Fig. 1: run 1, cell sizes after repair
(3 px per micron)
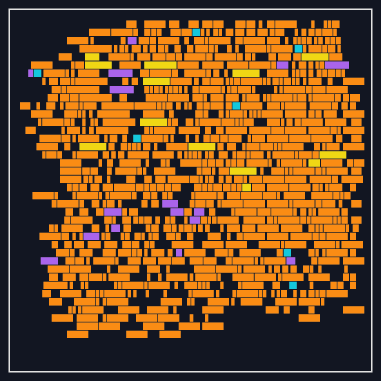
Fig. 2: run 1, register map, names as in the netlist
(3 px per micron) Other sequential cells in the stronger gray, the rest of the logic in the fainter gray.
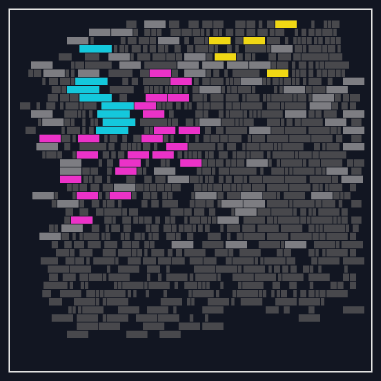
Fig. 3: run 1, placement by cell class
(4 px per micron)
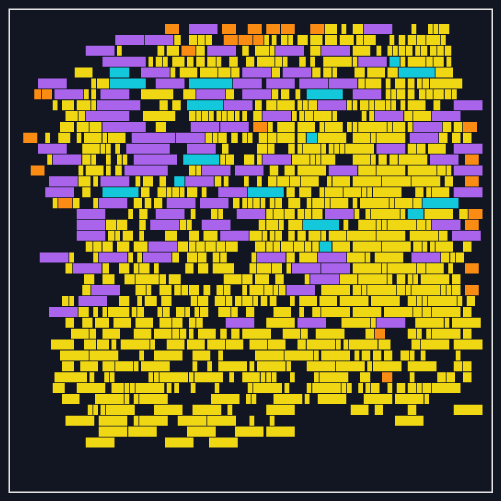
<file path="src/rtl/bpsk_pkg.sv">
// Shared types for the BPSK symbol correlator: accumulator width helper,
// FIFO entry layout and correlator FSM states.
// Optional macro BPSK_SOFT_OUT_EN adds the signed soft sum to each FIFO entry.
package bpsk_pkg;

    // Soft sum storage; the top slices its own ACC_W bits out of this field.
    localparam int SOFT_MAX_W = 48;

    typedef enum logic {
        IDLE = 1'b0,
        RUN  = 1'b1
    } state_t;

    // Product is 2*DW+1 bits; summing SPS of them adds clog2(SPS) bits of growth.
    function automatic int acc_width(input int data_width, input int sps);
        return 2 * data_width + 1 + $clog2(sps);
    endfunction

    typedef struct packed {
        logic hard;
        logic erasure;
`ifdef BPSK_SOFT_OUT_EN
        logic signed [SOFT_MAX_W-1:0] soft;
`endif
    } sym_entry_t;

endpackage

</file>
<file path="src/rtl/bpsk_ref_rom.sv">
// Registered sine reference LUT, one full carrier period of SPS entries.
// Latency: 1 cycle from addr to data. No backpressure (free-running read).
// Ports: clk, addr (reference index), data (signed DATA_WIDTH sine sample).
module bpsk_ref_rom #(
    parameter int DATA_WIDTH = 8,
    parameter int SPS        = 32,
    localparam int IDX_W     = $clog2(SPS)
) (
    input  logic                         clk,
    input  logic [IDX_W-1:0]             addr,
    output logic signed [DATA_WIDTH-1:0] data
);

    localparam real PI  = 3.14159265358979323846;
    localparam real AMP = (2.0 ** (DATA_WIDTH - 1)) - 1.0;

    logic signed [DATA_WIDTH-1:0] lut [SPS];

    // Table values are fixed at elaboration; rounding is half away from zero.
    for (genvar k = 0; k < SPS; k++) begin : g_lut
        localparam real X = AMP * $sin(2.0 * PI * k / SPS);
        localparam int  V = (X >= 0.0) ? $rtoi(X + 0.5) : -$rtoi(0.5 - X);
        assign lut[k] = DATA_WIDTH'(V);
    end

    always_ff @(posedge clk) begin
        data <= lut[addr];
    end

endmodule

</file>
<file path="src/rtl/bpsk_symbol_correlator.sv">
// BPSK front end: correlates offset-binary samples with a sine reference per symbol, decides bit + erasure.
// Latency: decision visible on sym_valid 3 cycles after the final sample of a symbol is presented.
// Backpressure: FIFO_DEPTH-entry output queue; a decision arriving while full is dropped and sets sticky overflow.
// Ports: clk, reset (sync, active-high), enable, phase_ofs, sample/sample_valid in;
//        sym_valid/sym_ready handshake, sym_bit, sym_erasure, overflow out (+ sym_soft with BPSK_SOFT_OUT_EN).
module bpsk_symbol_correlator
    import bpsk_pkg::*;
#(
    parameter int DATA_WIDTH         = 8,
    parameter int SAMPLES_PER_SYMBOL = 32,
    parameter int OFFSET             = 128,
    parameter int THRESHOLD          = 1024,
    parameter int FIFO_DEPTH         = 4,
    localparam int IDX_W             = $clog2(SAMPLES_PER_SYMBOL),
    localparam int ACC_W             = acc_width(DATA_WIDTH, SAMPLES_PER_SYMBOL)
) (
    input  logic                    clk,
    input  logic                    reset,
    input  logic                    enable,
    input  logic [IDX_W-1:0]        phase_ofs,
    input  logic [DATA_WIDTH-1:0]   sample,
    input  logic                    sample_valid,
    output logic                    sym_valid,
    input  logic                    sym_ready,
    output logic                    sym_bit,
    output logic                    sym_erasure,
    output logic                    overflow
`ifdef BPSK_SOFT_OUT_EN
    ,
    output logic signed [ACC_W-1:0] sym_soft
`endif
);

    localparam int PROD_W = 2 * DATA_WIDTH + 1;
    localparam int PTR_W  = $clog2(FIFO_DEPTH);

    localparam logic [IDX_W-1:0]        LAST_IDX = IDX_W'(SAMPLES_PER_SYMBOL - 1);
    localparam logic signed [ACC_W-1:0] ZERO     = '0;
    localparam logic signed [ACC_W-1:0] THR_POS  = ACC_W'(THRESHOLD);
    localparam logic signed [ACC_W-1:0] THR_NEG  = ACC_W'(-THRESHOLD);

    // ---------------- control FSM: reference index and sample count ----------------
    state_t           state;
    logic [IDX_W-1:0] idx;
    logic [IDX_W-1:0] count;
    logic             accept;
    logic             abort;

    assign accept = (state == RUN) && enable && sample_valid;
    assign abort  = (state == RUN) && !enable;

    always_ff @(posedge clk) begin
        if (reset) begin
            state <= IDLE;
            idx   <= '0;
            count <= '0;
        end else begin
            case (state)
                IDLE: begin
                    if (enable) begin
                        state <= RUN;
                        idx   <= phase_ofs;
                        count <= '0;
                    end
                end
                RUN: begin
                    if (!enable) begin
                        state <= IDLE;
                    end else if (sample_valid) begin
                        idx   <= (idx == LAST_IDX) ? '0 : idx + 1'b1;
                        count <= (count == LAST_IDX) ? '0 : count + 1'b1;
                    end
                end
                default: state <= IDLE;
            endcase
        end
    end

    // ---------------- stage 1: sample register alongside the ROM read ----------------
    logic signed [DATA_WIDTH-1:0] ref_val;
    logic [DATA_WIDTH-1:0]        s1_sample;
    logic                         s1_vld;
    logic                         s1_last;

    bpsk_ref_rom #(
        .DATA_WIDTH (DATA_WIDTH),
        .SPS        (SAMPLES_PER_SYMBOL)
    ) u_ref_rom (
        .clk  (clk),
        .addr (idx),
        .data (ref_val)
    );

    always_ff @(posedge clk) begin
        if (reset) begin
            s1_vld    <= 1'b0;
            s1_last   <= 1'b0;
            s1_sample <= '0;
        end else begin
            s1_vld    <= accept;
            s1_last   <= (count == LAST_IDX);
            s1_sample <= sample;
        end
    end

    // ---------------- stage 2: multiply / accumulate ----------------
    logic signed [DATA_WIDTH:0] centred;
    logic signed [PROD_W-1:0]   product;
    logic signed [ACC_W-1:0]    acc;
    logic signed [ACC_W-1:0]    sum_next;
    logic signed [ACC_W-1:0]    sum_reg;
    logic                       sum_vld;

    assign centred  = $signed({1'b0, s1_sample}) - $signed((DATA_WIDTH + 1)'(OFFSET));
    assign product  = PROD_W'(centred) * PROD_W'(ref_val);
    assign sum_next = acc + ACC_W'(product);

    // An abort also kills the sample still sitting in stage 1, so no partial symbol survives.
    always_ff @(posedge clk) begin
        if (reset) begin
            acc     <= '0;
            sum_reg <= '0;
            sum_vld <= 1'b0;
        end else begin
            sum_vld <= 1'b0;
            if (abort) begin
                acc <= '0;
            end else if (s1_vld) begin
                if (s1_last) begin
                    sum_reg <= sum_next;
                    sum_vld <= 1'b1;
                    acc     <= '0;
                end else begin
                    acc <= sum_next;
                end
            end
        end
    end

    // ---------------- decision + output FIFO ----------------
    sym_entry_t       push_entry;
    sym_entry_t       head;
    sym_entry_t       mem [FIFO_DEPTH];
    logic [PTR_W:0]   wr_ptr;
    logic [PTR_W:0]   rd_ptr;
    logic             empty;
    logic             full;
    logic             pop;
    logic             do_push;

    always_comb begin
        push_entry         = '0;
        push_entry.hard    = (sum_reg > ZERO);
        push_entry.erasure = (sum_reg <= THR_POS) && (sum_reg >= THR_NEG);
`ifdef BPSK_SOFT_OUT_EN
        push_entry.soft    = SOFT_MAX_W'(sum_reg);
`endif
    end

    assign empty   = (wr_ptr == rd_ptr);
    assign full    = (wr_ptr[PTR_W] != rd_ptr[PTR_W]) &&
                     (wr_ptr[PTR_W-1:0] == rd_ptr[PTR_W-1:0]);
    assign pop     = !empty && sym_ready;
    // A full queue still accepts a push when the head leaves in the same cycle.
    assign do_push = sum_vld && (!full || pop);

    always_ff @(posedge clk) begin
        if (reset) begin
            wr_ptr   <= '0;
            rd_ptr   <= '0;
            overflow <= 1'b0;
        end else begin
            if (do_push) wr_ptr <= wr_ptr + 1'b1;
            if (pop)     rd_ptr <= rd_ptr + 1'b1;
            if (sum_vld && !do_push) overflow <= 1'b1;
        end
    end

    always_ff @(posedge clk) begin
        if (do_push) mem[wr_ptr[PTR_W-1:0]] <= push_entry;
    end

    // Outputs are forced low while empty so stale entries never show.
    assign head        = mem[rd_ptr[PTR_W-1:0]];
    assign sym_valid   = !empty;
    assign sym_bit     = sym_valid & head.hard;
    assign sym_erasure = sym_valid & head.erasure;
`ifdef BPSK_SOFT_OUT_EN
    assign sym_soft    = sym_valid ? $signed(head.soft[ACC_W-1:0]) : ZERO;
`endif

endmodule

</file>
<file path="config.mk">
export PLATFORM = sky130hd
export DESIGN_NAME = bpsk_symbol_correlator
export DESIGN_NICKNAME = d
export VERILOG_FILES = /design/src/rtl/bpsk_pkg.sv /design/src/rtl/bpsk_ref_rom.sv /design/src/rtl/bpsk_symbol_correlator.sv
export SDC_FILE = /design/constraint.sdc
export NUM_CORES = 1
export LEC_CHECK = 0
export CORE_MARGIN = 2
export CORE_UTILIZATION = 57
export DETAILED_ROUTE_END_ITERATION = 10
export PLACE_DENSITY = 0.88
export SLEW_MARGIN = 25
export SYNTH_ARGS = -nofsm -noshare
export SYNTH_HDL_FRONTEND = slang
export SYNTH_SLANG_ARGS = --single-unit
</file>
<file path="constraint.sdc">
create_clock -name clk -period 5.9 [get_ports clk]
set_input_delay 0.59 -clock clk [delete_from_list [all_inputs] [get_ports clk]]
set_output_delay 0.59 -clock clk [all_outputs]
set_load 0.01 [all_outputs]
</file>
==> results.sh, run 1 <==
# flow metrics
export IMPL_cts_resized=0
export IMPL_rows=42
export IMPL_die_area_sq_mm=0.0145
export IMPL_yosys_most_used_dff="dfxtp_1"
export IMPL_numCtsBuffers=9
export IMPL_final_nets=1006
export IMPL_synth_cell_types=62
export IMPL_num_antenna_cells=0
export IMPL_relSlewSlack=0.458
export IMPL_hold_viol=0
export IMPL_drive_above_1_share=0.0432
export IMPL_die_h_microns=120
export IMPL_layout_min_cycle_time_ns=5.37
export IMPL_die_x_microns=120
export IMPL_drt_pass1_iterations=5
export IMPL_totalWireLength_microns=16100
export IMPL_grt_use_total=0.238
export IMPL_dp_slack_ns=0.493
export IMPL_tritoncts="yes"
export IMPL_synth_edff_count=8
export IMPL_required_ns=6.16
export IMPL_grt_pass1_vias=5789
export IMPL_yosys_stat_cells=814
export IMPL_hold_slack_ns=0.459
export IMPL_fp_util=0.583
export IMPL_grt_max_degree=54
export IMPL_synth_seq_share=0.246
export IMPL_wl_per_cell_microns=16.0
export IMPL_cp_max_fo=8
export IMPL_clock_tree_root_cell="clkbuf_16"
export IMPL_dp_hpwl_microns=12800
export IMPL_critPathLaunchType="flop"
export IMPL_r2r_cells=16
export IMPL_worstMarginPinSlew_ns=0.813
export IMPL_warnings=35
export IMPL_gp_congestion=0.917
export IMPL_clk_path_buf_depth=2
export IMPL_post_cts_buffers=0
export IMPL_grt_setup_unrepaired="no"
export IMPL_placed_area_sq_mm=0.00809
export IMPL_postSynthCellCount=814
export IMPL_ant_nets=0
export IMPL_drv_cap=0
export IMPL_insertion_delay_ns=0.35
export IMPL_cp_end_kind="flop"
export IMPL_worst_clock_skew_ns=0.00720
export IMPL_io_buffers=21
export IMPL_syn_cell_area_sq_mm=0.00772
export IMPL_period_used=0.911
export IMPL_hold_class="flop to flop"
export IMPL_synth_avg_cell_area_sq_um=9.48
export IMPL_yosys_warnings=0
export IMPL_drt_iter0_drc=563
export IMPL_async_flop_share=0
export IMPL_synth_nets=992
export IMPL_antenna_found_initial=0
export IMPL_yosysChipArea_sq_mm=0.00772
export IMPL_setup_viol=0
export IMPL_drc=0
export IMPL_status="complete, no violations"
export IMPL_clk_pin_slew_ns=0.07
export IMPL_crit_type="flop to flop"
export IMPL_htreeDepth=3
export IMPL_cts_sinks=91
export IMPL_clock_fmax_mhz=186
export IMPL_worstPathArrival_ns=5.63
export IMPL_logic_area_sq_mm=0.00530
export IMPL_fillers=1045
export IMPL_viasPerCell=5.59
export IMPL_core_sq_mm=0.0132
export IMPL_pin_count=22
export IMPL_slew_viol_final=0
export IMPL_grt_ovfl_total=0
export IMPL_worstHoldPathCells=2
export IMPL_via_count=5643
export IMPL_ys_flops=91
export IMPL_fin_tns_setup_ns=0
export IMPL_cts_hold_buf=0
export IMPL_grt_pass1_wl_microns=27600
## Picture notes: Fig. 1
drive 3 to 4 -> cyan  # cells 7, most used buf_4
drive 6 and up -> yellow  # cells 13, most used clkbuf_16
drive 1 or less -> orange  # cells 797, most used inv_1
drive 2 -> purple  # cells 16, most used mux4_2
final instance area: 0.00840 sq mm
Area Overhead vs Synth: 8.88%
worst setup margin: 0.527 ns

## Picture notes: Fig. 2
idx -> yellow  # flops 5
mem -> cyan  # flops 8, where top left
sum_reg -> magenta  # flops 22
FF/Latch Area: 0.00190 sq mm
Seq/total area: 0.226
utilization after layout: 0.635

## Picture notes: Fig. 3
flip-flops -> purple  # cells 91, share of their area 23%
other buffers and delay cells -> orange  # cells 25, share of their area 2.9%
clock drivers and dummy loads -> cyan  # cells 16, share of their area 3.8%
all other logic -> yellow  # cells 701, share of their area 70%

==> run 1: cell usage after synthesis, types with 17 or more instances <==
cell | number | area share
inv_1 | 115 | 0.056
fa_1 | 96 | 0.25
dfxtp_1 | 83 | 0.22
nand2_1 | 69 | 0.034
ha_1 | 64 | 0.10
nor2_1 | 48 | 0.023
a21oi_1 | 43 | 0.028
and2_1 | 34 | 0.028
nor2b_1 | 34 | 0.028
o21ai_0 | 23 | 0.015
clkbuf_1 | 18 | 0.0088
nand3_1 | 17 | 0.011
==> run 1: worst paths after layout <==
check | start | endpoint | slack (ns)
setup / recovery | s1_sample[7] | sum_reg[19] | 0.53
hold / removal | sum_reg[9] | sum_reg[9] | 0.46
setup reg to reg | s1_sample[7] | sum_reg[19] | 0.53
hold reg to reg | sum_reg[9] | sum_reg[9] | 0.46
==> run 1: cells by family (layout without fill, tap and decap cells) <==
logic type | count (synthesis) | after routing | synth area share
AND/OR/NAND/NOR | 253 | 253 | 0.166
XOR/XNOR | 23 | 23 | 0.0289
flip-flops | 91 | 91 | 0.246
adder cells (fa/ha/maj) | 160 | 160 | 0.353
buffers and inverters | 137 | 156 | 0.0668
multiplexers | 11 | 11 | 0.0193
AND-OR/OR-AND | 139 | 139 | 0.119
==> run 1: routing by layer <==
metal,share of wire,vias to the layer above,track usage
met5,0,-,0
met4,0.014,0,0.0494
met3,0.050,16,0.0443
met2,0.50,150,0.406
met1,0.44,2773,0.318
li1,-,2704,-
==> run 1: final cells by class <==
class | count | area share
clock buffer | 10 | 0.0284
clock inverter | 6 | 0.00864
inverter | 115 | 0.0514
multi-input combinational | 586 | 0.631
sequential | 91 | 0.226
tap | 176 | 0.0262
timing repair buffer | 25 | 0.0280
==> run 1: worst max-delay path: stages (launching register included) <==
cell	delay, ns
dfxtp_1	0.45
nand2b_1	0.24
inv_1	0.08
fa_1	0.56
inv_1	0.16
fa_1	0.74
fa_1	0.50
fa_1	0.55
inv_1	0.04
ha_1	0.28
ha_1	0.23
nor2_1	0.26
nand3_1	0.21
a211oi_1	0.39
a22oi_1	0.16
xnor2_1	0.18
a211oi_1	0.24
==> run 1: per-stage QoR <==
stage                     std cells
after floorplan                 814
after global placement          993
after detailed placement        993
after CTS                      1009
after global routing           1009
final                          1009
==> run 1: placed cells by master (no fill, tap or decap), types with 14 or more instances in the layout <==
cell type        count
fa_1                96
and2_1              34
nand3_1             17
xnor2_1             14
o21ai_0             23
nand2_1             69
dfxtp_1             83
nor2b_1             33
nor2_1              48
ha_1                64
a21oi_1             43
inv_1              115
clkdlybuf4s50_1     20
==> inputs of run 2 (changes only) <==
--- a/constraint.sdc
+++ b/constraint.sdc
@@ -3,2 +3,2 @@
 set_output_delay 0.59 -clock clk [all_outputs]
-set_load 0.01 [all_outputs]
+set_load 0.05 [all_outputs]
Fig. 4: run 2, placement view
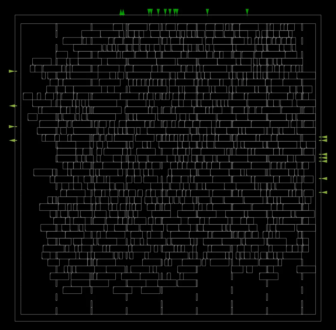
fillcell total: 1045
FFs & Latches: 91
tap cell count: 176
Core Footprint: 0.0132 sq mm

==> results.sh, run 2 <==
# flow metrics
export IMPL_cts_sinks=91
export IMPL_drt_iter0_drc=563
export IMPL_die_x_microns=120
export IMPL_tritoncts="yes"
export IMPL_hold_class="flop to flop"
export IMPL_numCtsBuffers=9
export IMPL_grt_ovfl_total=0
export IMPL_design_area_sq_mm=0.00840
export IMPL_fp_util=0.583
export IMPL_synth_edff_count=8
export IMPL_htreeDepth=3
export IMPL_hold_viol=0
export IMPL_warnings=35
export IMPL_clk_pin_slew_ns=0.07
export IMPL_area_delta_synth_final_pct=8.88
export IMPL_placed_area_sq_mm=0.00809
export IMPL_dp_slack_ns=0.493
export IMPL_required_ns=6.16
export IMPL_gp_congestion=0.917
export IMPL_drt_pass1_iterations=5
export IMPL_crit_path_cell_trace="nand2b_1 -> inv_1 -> fa_1 -> inv_1 -> fa_1 -> fa_1 -> fa_1 -> inv_1 -> ha_1 -> ha_1 -> nor2_1 -> nand3_1 -> a211oi_1 -> a22oi_1 -> xnor2_1 -> a211oi_1"
export IMPL_yosysChipArea_sq_mm=0.00772
export IMPL_seqCellArea_sq_mm=0.00190
export IMPL_xor_share=0.0289
export IMPL_synth_top_cell_by_count="inv_1"
export IMPL_wl_per_cell_microns=16.0
export IMPL_viasPerCell=5.59
export IMPL_grt_pass1_vias=5789
export IMPL_synth_avg_cell_area_sq_um=9.48
export IMPL_simple_gate_share=0.166
export IMPL_path_common_cell="fa_1"
export IMPL_clock_fmax_mhz=186
export IMPL_synth_adder_area_share=0.353
export IMPL_status="complete, no violations"
export IMPL_synth_nets=992
export IMPL_slew_viol_final=0
export IMPL_logic_family="adder cells"
export IMPL_setup_viol=0
export IMPL_yosys_warnings=0
export IMPL_mostFrequentLayoutCells="115 x inv_1, 96 x fa_1, 83 x dfxtp_1"
export IMPL_post_cts_buffers=0
export IMPL_yosys_stat_cells=814
export IMPL_critPathLaunchType="flop"
export IMPL_syn_cell_area_sq_mm=0.00772
export IMPL_cts_hold_buf=0
export IMPL_synth_cell_types=62
export IMPL_yosys_top_cells_count="115 x inv_1, 96 x fa_1, 83 x dfxtp_1"
export IMPL_totalWireLength_microns=16100
export IMPL_drc=0
export IMPL_dp_hpwl_microns=12800
export IMPL_layout_top_cell="inv_1"
export IMPL_period_used=0.911
export IMPL_ant_nets=0
export IMPL_yosys_most_used_dff="dfxtp_1"
export IMPL_layout_min_cycle_time_ns=5.37
export IMPL_synth_seq_share=0.246
export IMPL_num_antenna_cells=0
export IMPL_critPathMaxStageDelay_ns=0.74
export IMPL_grt_use_total=0.238
export IMPL_top_area_cell="fa_1"
export IMPL_netlist_area_leader_share=0.249
export IMPL_cp_max_fo=8
export IMPL_hold_slack_ns=0.459
export IMPL_io_buffers=21
export IMPL_relSlewSlack=0.458
export IMPL_logic_area_sq_mm=0.00530
export IMPL_async_flop_share=0
export IMPL_final_nets=1006
export IMPL_die_area_sq_mm=0.0145
export IMPL_yosys_mux_area_fraction=0.0193
export IMPL_drive_above_1_share=0.0432
export IMPL_cp_end_kind="flop"
export IMPL_die_h_microns=120
export IMPL_postSynthCellCount=814
export IMPL_drv_cap=0
export IMPL_worst_clock_skew_ns=0.00720
export IMPL_critPathSlowestCell="fa_1"
export IMPL_clk_path_buf_depth=2
export IMPL_clock_tree_root_cell="clkbuf_16"
export IMPL_cts_resized=0
export IMPL_yosys_top_cells_area="fa_1 25%, dfxtp_1 22%, ha_1 10%"
export IMPL_grt_max_degree=54
export IMPL_insertion_delay_ns=0.35
export IMPL_worstMarginPinSlew_ns=0.813
export IMPL_finalWorstSetupSlack_ns=0.527
export IMPL_pin_count=22
export IMPL_grt_setup_unrepaired="no"
export IMPL_ys_flops=91
export IMPL_rows=42
export IMPL_crit_type="flop to flop"
export IMPL_ys_sh_aoi=0.119
export IMPL_critPathBufInv=3
export IMPL_worstPathArrival_ns=5.63
export IMPL_grt_pass1_wl_microns=27600
export IMPL_crit_family="adder cells"
export IMPL_via_count=5643
export IMPL_fin_tns_setup_ns=0
export IMPL_antenna_found_initial=0
==> run 2: cell counts after synthesis <==
Identical to the previous run, type by type.
==> run 2: layout make-up <==
class / instances / share of cell area
sequential: 91 / 0.226
timing repair buffer: 25 / 0.0280
multi-input combinational: 586 / 0.631
tap: 176 / 0.0262
clock buffer: 10 / 0.0284
inverter: 115 / 0.0514
clock inverter: 6 / 0.00864
==> run 2: worst paths after layout <==
path	cells after the start	to	slack, ns	from
max reg2reg	16	sum_reg[19]	0.53	s1_sample[7]
min reg2reg	2	sum_reg[9]	0.46	sum_reg[9]
min	2	sum_reg[9]	0.46	sum_reg[9]
max	16	sum_reg[19]	0.53	s1_sample[7]
==> run 2: cells by family (layout without fill, tap and decap cells) <==
logic type      count (synthesis)  in the layout
xor+xnor                       23             23
mux                            11             11
simple gates                  253            253
flops                          91             91
buf+inv                       137            156
fa+ha+maj                     160            160
compound gates                139            139
==> run 2: through the flow <==
step,cells,util
2_1_floorplan,814,-
3_3_place_gp,993,0.611
3_5_place_dp,993,0.611
4_1_cts,1009,0.635
5_1_grt,1009,0.635
6_report,1009,0.635
==> run 2: tightest hold or removal path: cells and delay by family (launching register included) <==
| family | cells | cell delay (ns) |
|---|---|---|
| AND/OR/NAND/NOR | 1 | 0.05 |
| AND-OR/OR-AND | 1 | 0.05 |
| flip-flops | 1 | 0.31 |
==> run 2: metal layers <==
metal  global-route usage  routed length (microns)
met3               0.0443                      802
met1                0.318                     7020
met2                0.406                     8050
met4               0.0494                      223
met5                    0                        0
Fig. 5: run 2, placement by cell class
(4 px per micron)
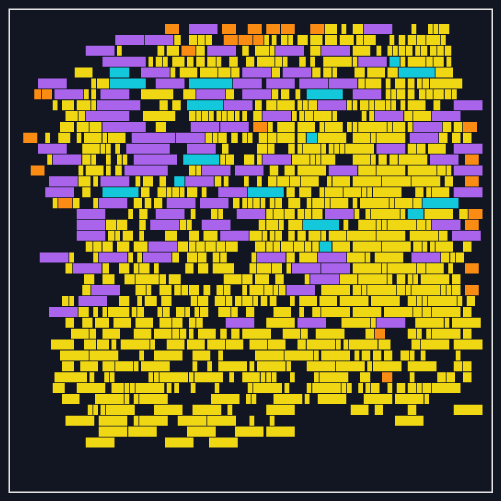

==> inputs of run 3 (changes only) <==
- CORE_UTILIZATION: 57 -> 60
- clock period: 5.9 -> 6 ns (I/O delays scaled with it)
Fig. 6: run 3, placement by cell class
(4 px per micron)
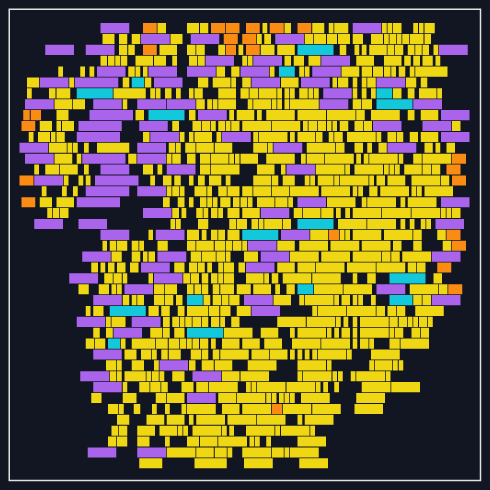
clock drivers and dummy loads -> cyan  # cells 16, share of their area 3.7%
flip-flops -> purple  # cells 91, share of their area 23%
all other logic -> yellow  # cells 701, share of their area 70%
other buffers and delay cells -> orange  # cells 25, share of their area 2.9%
final instance area: 0.00839 sq mm
utilization after layout: 0.668

==> results.sh, run 3 <==
# flow metrics
export IMPL_cp_max_fo=9
export IMPL_layout_min_cycle_time_ns=5.55
export IMPL_grt_use_met2=0.416
export IMPL_rows=41
export IMPL_worstPathArrival_ns=5.83
export IMPL_synth_nets=992
export IMPL_area_delta_synth_final_pct=8.72
export IMPL_cp_end_kind="flop"
export IMPL_clk_pin_slew_ns=0.07
export IMPL_dp_hpwl_microns=12600
export IMPL_grt_pass1_vias=5924
export IMPL_mostFrequentLayoutCells="115 x inv_1, 96 x fa_1, 83 x dfxtp_1"
export IMPL_core_sq_mm=0.0126
export IMPL_synth_top_cell_by_count="inv_1"
export IMPL_async_flop_share=0
export IMPL_grt_use_total=0.255
export IMPL_grt_ovfl_total=0
export IMPL_drive_above_1_share=0.0432
export IMPL_yosys_stat_cells=814
export IMPL_synth_seq_share=0.246
export IMPL_layout_top_cell="inv_1"
export IMPL_top_usage_layer="met2"
export IMPL_wl_per_cell_microns=16.2
export IMPL_r2r_cells=16
export IMPL_ant_nets=0
export IMPL_status="complete, no violations"
export IMPL_cts_hold_buf=0
export IMPL_die_area_sq_mm=0.0138
export IMPL_pin_count=22
export IMPL_viasPerCell=5.68
export IMPL_antenna_found_initial=0
export IMPL_fp_util=0.614
export IMPL_final_nets=1006
export IMPL_critPathLaunchType="flop"
export IMPL_syn_cell_area_sq_mm=0.00772
export IMPL_yosys_top_cells_count="115 x inv_1, 96 x fa_1, 83 x dfxtp_1"
export IMPL_drt_pass1_iterations=5
export IMPL_drc=0
export IMPL_numCtsBuffers=9
export IMPL_hold_viol=0
export IMPL_critical_path_endpoint="sum_reg[19]"
export IMPL_io_buffers=21
export IMPL_tritoncts="yes"
export IMPL_top_area_cell="fa_1"
export IMPL_clock_fmax_mhz=180
export IMPL_clock_tree_root_cell="clkbuf_16"
export IMPL_netlist_area_leader_share=0.249
export IMPL_placed_area_sq_mm=0.00809
export IMPL_yosys_warnings=0
export IMPL_ys_flops=91
export IMPL_gp_congestion=0.969
export IMPL_post_cts_buffers=0
export IMPL_slew_viol_final=0
export IMPL_setup_viol=0
export IMPL_warnings=35
export IMPL_clk_path_buf_depth=2
export IMPL_period_used=0.925
export IMPL_worst_clock_skew_ns=0.0106
export IMPL_totalWireLength_microns=16300
export IMPL_synth_cell_types=62
export IMPL_grt_max_degree=54
export IMPL_via_count=5708
export IMPL_grt_pass1_wl_microns=28600
export IMPL_r2r_start="u_ref_rom.data[1]"
export IMPL_crit_type="flop to flop"
export IMPL_drv_cap=0
export IMPL_required_ns=6.28
export IMPL_cts_sinks=91
export IMPL_yosys_most_used_dff="dfxtp_1"
export IMPL_drt_iter0_drc=637
export IMPL_worstMarginPinSlew_ns=0.853
export IMPL_die_h_microns=117
export IMPL_fin_tns_setup_ns=0
export IMPL_yosysChipArea_sq_mm=0.00772
export IMPL_worstHoldPathCells=2
export IMPL_met1_usage=0.347
export IMPL_grt_setup_unrepaired="no"
export IMPL_yosys_top_cells_area="fa_1 25%, dfxtp_1 22%, ha_1 10%"
export IMPL_synth_edff_count=8
export IMPL_r2r_setup_slack_ns=0.45
export IMPL_cts_resized=0
export IMPL_num_antenna_cells=0
export IMPL_die_x_microns=117
export IMPL_htreeDepth=3
export IMPL_relSlewSlack=0.431
export IMPL_insertion_delay_ns=0.36
export IMPL_timing_rr_end="sum_reg[19]"
export IMPL_cp_startpoint="u_ref_rom.data[1]"
export IMPL_postSynthCellCount=814
export IMPL_synth_avg_cell_area_sq_um=9.48
export IMPL_grtUsageMet3=0.0491
export IMPL_hold_class="flop to flop"
## run 3: cell families (layout without fill, tap and decap cells)
| kind of cell | after synthesis | after routing | share of synthesized area |
|---|---|---|---|
| buffers and inverters | 137 | 156 | 0.0668 |
| and+or+nand+nor | 253 | 253 | 0.166 |
| DFF | 91 | 91 | 0.246 |
| muxes | 11 | 11 | 0.0193 |
| AOI/OAI and AO/OA | 139 | 139 | 0.119 |
| adders and majority gates | 160 | 160 | 0.353 |
| xor gates and xnor gates | 23 | 23 | 0.0289 |
## run 3: per-layer routing
| layer | vias up | routed length [microns] |
|---|---|---|
| met3 | 41 | 757 |
| li1 | 2714 | - |
| met1 | 2773 | 7100 |
| met4 | 0 | 405 |
| met2 | 180 | 8010 |
| met5 | - | 0 |
## run 3: worst min path at each step
stage / end / slack, ns / start
floorplan: sum_reg[3] / 0.44 / sum_reg[3]
global placement: sum_reg[9] / 0.44 / sum_reg[9]
detailed placement: sum_reg[3] / 0.45 / sum_reg[3]
CTS: sum_reg[7] / 0.46 / sum_reg[7]
global route: sum_reg[7] / 0.49 / sum_reg[7]
finish: sum_reg[9] / 0.46 / sum_reg[9]
## run 3: cell type report
| cell class | count | area [sq um] |
|---|---|---|
| sequential | 91 | 1900 |
| tap | 172 | 215 |
| multi-input combinational | 586 | 5300 |
| inverter | 115 | 432 |
| clock inverter | 7 | 78.8 |
| fill | 936 | 4180 |
| clock buffer | 9 | 225 |
| timing repair buffer | 25 | 235 |
## run 3: critical path: stages (launching register included)
cell and delay, ns:
dfxtp_1 0.50, nor2b_2 0.64, buf_4 0.29, fa_1 0.46, fa_1 0.52, inv_1 0.06, fa_1 0.48, inv_1 0.06
fa_1 0.47, ha_1 0.32, ha_1 0.24, nor2_1 0.25, nand3_1 0.22, a211oi_1 0.40, a22oi_1 0.14, xnor2_1 0.17
a211oi_1 0.23
## run 3: through the flow
step | setup WS, ns | instances | hold slack [ns]
6_report | 0.450 | 1005 | 0.460
3_5_place_dp | 0.482 | 989 | 0.447
4_1_cts | 0.447 | 1005 | 0.464
5_1_grt | 0.0850 | 1005 | 0.489
2_1_floorplan | 0.379 | 814 | 0.436
3_3_place_gp | 0.663 | 989 | 0.443
